[src/rtl/text_console_ctrl.sv]
// Character-cell text console: queues 16-bit commands and turns them into VRAM writes,
// tracking a cursor and sweeping the whole screen for CLEAR.
module text_console_ctrl #(
    parameter int ROWS       = 15,
    parameter int COLS       = 40,
    parameter int FIFO_DEPTH = 4
) (
    input  logic        LED_CLK,
    input  logic        W_RST,
    input  logic        cmd_valid,
    input  logic [15:0] cmd_data,
    output logic        cmd_ready,
    output logic [9:0]  vram_addr,
    output logic [15:0] vram_data,
    output logic        vram_we,
    output logic [3:0]  cur_row,
    output logic [5:0]  cur_col,
    output logic        busy,
    output logic [1:0]  dbg_state
);

    // Handshake: a command transfers on a rising edge where cmd_valid && cmd_ready && !W_RST;
    // cmd_ready is purely !fifo_full, independent of cmd_valid.

    typedef enum logic [1:0] {
        S_IDLE  = 2'd0,
        S_EXEC  = 2'd1,
        S_CLEAR = 2'd2
    } state_t;

    localparam int         PW      = (FIFO_DEPTH > 1) ? $clog2(FIFO_DEPTH) : 1;
    localparam logic [3:0] ROW_MAX = 4'(ROWS - 1);
    localparam logic [5:0] COL_MAX = 6'(COLS - 1);
    localparam logic [1:0] OP_PUTC   = 2'b00;
    localparam logic [1:0] OP_SETCUR = 2'b01;
    localparam logic [1:0] OP_CLEAR  = 2'b10;

    // Bits [13:10] carry no meaning for any opcode, so only 12 bits are stored.
    logic        unused_cmd_bits;
    assign unused_cmd_bits = ^cmd_data[13:10];

    logic [11:0]   fifo_mem [FIFO_DEPTH];
    logic [PW-1:0] wr_ptr, rd_ptr;
    logic [PW:0]   fifo_cnt;
    logic          fifo_full, fifo_empty, push, pop;

    state_t      state_q, state_d;
    logic [11:0] cmd_q, cmd_d;
    logic [3:0]  row_d, sweep_row, sweep_row_d;
    logic [5:0]  col_d, sweep_col, sweep_col_d;
    logic [7:0]  fill_q, fill_d;
    logic        we_d;
    logic [9:0]  addr_d;
    logic [15:0] data_d;
    logic [3:0]  row_next;

    assign fifo_full  = (fifo_cnt == (PW+1)'(FIFO_DEPTH));
    assign fifo_empty = (fifo_cnt == '0);
    assign cmd_ready  = !fifo_full;
    assign push       = cmd_valid && !fifo_full;
    assign pop        = (state_q == S_IDLE) && !fifo_empty;
    assign busy       = !fifo_empty || (state_q != S_IDLE);
    assign dbg_state  = state_q;
    assign row_next   = (cur_row == ROW_MAX) ? 4'd0 : cur_row + 4'd1;

    always_ff @(posedge LED_CLK) begin
        if (push) fifo_mem[wr_ptr] <= {cmd_data[15:14], cmd_data[9:0]};
    end

    always_ff @(posedge LED_CLK) begin
        if (W_RST) begin
            wr_ptr   <= '0;
            rd_ptr   <= '0;
            fifo_cnt <= '0;
        end else begin
            if (push) wr_ptr <= (wr_ptr == PW'(FIFO_DEPTH - 1)) ? '0 : wr_ptr + 1'b1;
            if (pop)  rd_ptr <= (rd_ptr == PW'(FIFO_DEPTH - 1)) ? '0 : rd_ptr + 1'b1;
            case ({push, pop})
                2'b10:   fifo_cnt <= fifo_cnt + 1'b1;
                2'b01:   fifo_cnt <= fifo_cnt - 1'b1;
                default: fifo_cnt <= fifo_cnt;
            endcase
        end
    end

    always_comb begin
        state_d     = state_q;
        cmd_d       = cmd_q;
        row_d       = cur_row;
        col_d       = cur_col;
        sweep_row_d = sweep_row;
        sweep_col_d = sweep_col;
        fill_d      = fill_q;
        we_d        = 1'b0;
        addr_d      = vram_addr;
        data_d      = vram_data;
        case (state_q)
            S_IDLE: begin
                if (pop) begin
                    cmd_d   = fifo_mem[rd_ptr];
                    state_d = S_EXEC;
                end
            end
            S_EXEC: begin
                state_d = S_IDLE;
                case (cmd_q[11:10])
                    OP_PUTC: begin
                        if (cmd_q[7:0] == 8'h0A) begin
                            col_d = 6'd0;
                            row_d = row_next;
                        end else if (cmd_q[7:0] == 8'h0D) begin
                            col_d = 6'd0;
                        end else begin
                            we_d   = 1'b1;
                            addr_d = {cur_row, cur_col};
                            data_d = {8'h00, cmd_q[7:0]};
                            if (cur_col == COL_MAX) begin
                                col_d = 6'd0;
                                row_d = row_next;
                            end else begin
                                col_d = cur_col + 6'd1;
                            end
                        end
                    end
                    OP_SETCUR: begin
                        row_d = (cmd_q[9:6] > ROW_MAX) ? ROW_MAX : cmd_q[9:6];
                        col_d = (cmd_q[5:0] > COL_MAX) ? COL_MAX : cmd_q[5:0];
                    end
                    OP_CLEAR: begin
                        fill_d      = cmd_q[7:0];
                        sweep_row_d = 4'd0;
                        sweep_col_d = 6'd0;
                        state_d     = S_CLEAR;
                    end
                    default: ;
                endcase
            end
            S_CLEAR: begin
                we_d   = 1'b1;
                addr_d = {sweep_row, sweep_col};
                data_d = {8'h00, fill_q};
                if (sweep_col == COL_MAX) begin
                    sweep_col_d = 6'd0;
                    if (sweep_row == ROW_MAX) begin
                        row_d   = 4'd0;
                        col_d   = 6'd0;
                        state_d = S_IDLE;
                    end else begin
                        sweep_row_d = sweep_row + 4'd1;
                    end
                end else begin
                    sweep_col_d = sweep_col + 6'd1;
                end
            end
            default: state_d = S_IDLE;
        endcase
    end

    always_ff @(posedge LED_CLK) begin
        if (W_RST) begin
            state_q   <= S_IDLE;
            cmd_q     <= '0;
            cur_row   <= '0;
            cur_col   <= '0;
            sweep_row <= '0;
            sweep_col <= '0;
            fill_q    <= '0;
            vram_we   <= 1'b0;
            vram_addr <= '0;
            vram_data <= '0;
        end else begin
            state_q   <= state_d;
            cmd_q     <= cmd_d;
            cur_row   <= row_d;
            cur_col   <= col_d;
            sweep_row <= sweep_row_d;
            sweep_col <= sweep_col_d;
            fill_q    <= fill_d;
            vram_we   <= we_d;
            vram_addr <= addr_d;
            vram_data <= data_d;
        end
    end

endmodule

[config.mk]
export PLATFORM = sky130hd
export DESIGN_NAME = text_console_ctrl
export DESIGN_NICKNAME = d
export VERILOG_FILES = /design/src/rtl/text_console_ctrl.sv
export SDC_FILE = /design/constraint.sdc
export NUM_CORES = 1
export LEC_CHECK = 0
export CAP_MARGIN = 0
export CORE_ASPECT_RATIO = 0.8
export CORE_UTILIZATION = 35
export DETAILED_ROUTE_END_ITERATION = 10
export HOLD_SLACK_MARGIN = 0.08
export PLACE_DENSITY = 0.56
export SKIP_LAST_GASP = 1
export SYNTH_ARGS = -nofsm -noshare
export SYNTH_HDL_FRONTEND = slang
export SYNTH_SLANG_ARGS = --single-unit
[constraint.sdc]
create_clock -name LED_CLK -period 3.2 [get_ports LED_CLK]
set_clock_uncertainty 0.15 [all_clocks]
set_input_delay 0.32 -clock LED_CLK [delete_from_list [all_inputs] [get_ports LED_CLK]]
set_output_delay 0.32 -clock LED_CLK [all_outputs]
set_load 0.02 [all_outputs]
### The clock network

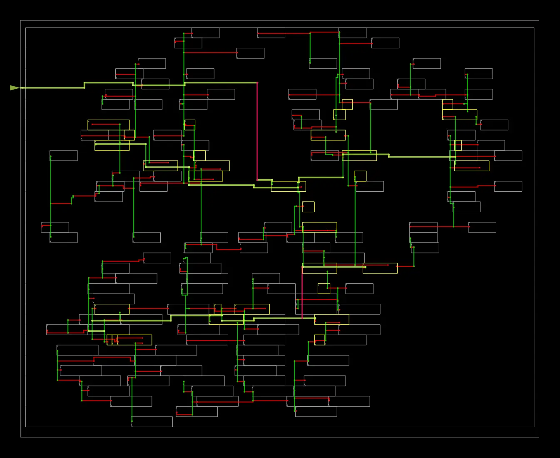
Inserted Clock Buffers: 17
clk latency late pin: 0.41 ns

### Met2 routing

(3 px per µm) Cells faint in the background.
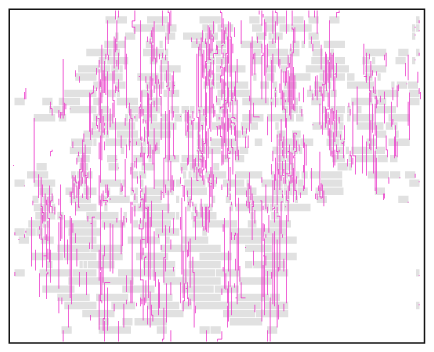
longest straight run = 40.1 µm
wire length on this layer = 5,080 µm
nets with wire on the layer = 454
main direction = vertical
share of all routed wire = 47%
grt met2 use: 24.77%
final wirelength: 10.88 mm

==> flow_metrics.env <==
# implementation run metrics
export IMPL_yosysSeqAreaShare_pct=54.18
export IMPL_fp_dieW_um=137.9
export IMPL_viasPerCell=4.997
export IMPL_rsz0062_at_grt="no"
export IMPL_crit_cells=10
export IMPL_hold_class="in -> reg"
export IMPL_power_switching_share_pct=35.16
export IMPL_clk_path_buf_depth=2
export IMPL_combGateArea_mm2=0.002175
export IMPL_num_multi_input_gates=318
export IMPL_core_mm2=0.01435
export IMPL_hold_depth=2
export IMPL_status="completed"
export IMPL_period_needed_ns=2.541
export IMPL_place_congestion=0.7955
export IMPL_grt_overflow_total=0
export IMPL_synthSimpleGateAreaFrac_pct=15.17
export IMPL_r2r_slack_ns=0.66
export IMPL_grt_pass1_wl_mm=18.20
export IMPL_critPathMostFrequentCell="inv_1"
export IMPL_clk_pin_slew_worst_paths_ns=0.06
export IMPL_synthXorXnorAreaFrac_pct=1.693
export IMPL_hold_path_startpoint="W_RST"
export IMPL_met3_length_um=547
export IMPL_yosysTopAreaCell="edfxtp_1"
export IMPL_busiest_layer="met2"
export IMPL_antenna_found_initial=0
export IMPL_die_y_um=110.7
export IMPL_ff_type="dfxtp_1"
export IMPL_rows=39
export IMPL_tightest_slew_ns=0.6965
export IMPL_p_leak_nw=2.181
### Layout detail

Region (93, 73) to (113, 93) µm. Cells in gray, sequential cells in the stronger gray; small squares are vias.
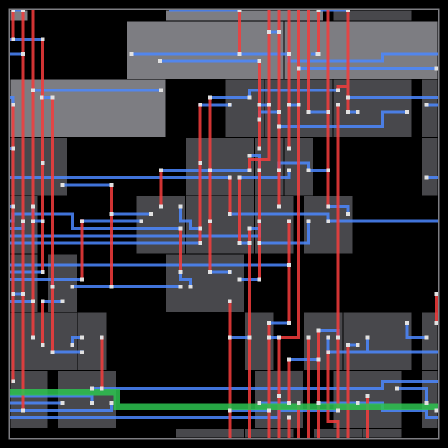
M3 -> green
M1 -> blue
M2 -> red
netlist names of flops here include = `sweep_col` (3)
most frequent = nor2_1 (5)
sequential cells in the window = 3
cells with their middle in the window = 27

### Port wiring

(3 px per µm)
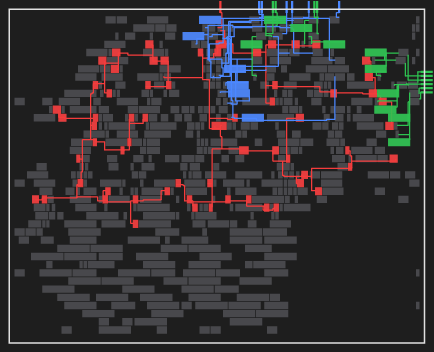
`W_RST` -> red  # bits 1, direction input, end cells 65, buffers 2, wire 607 µm
`vram_addr` -> green  # bits 10, direction output, end cells 10, buffers 10, wire 203 µm
`cur_col` -> blue  # bits 6, direction output, end cells 6, buffers 6, wire 462 µm
port buffer count: 47
IO Count: 60

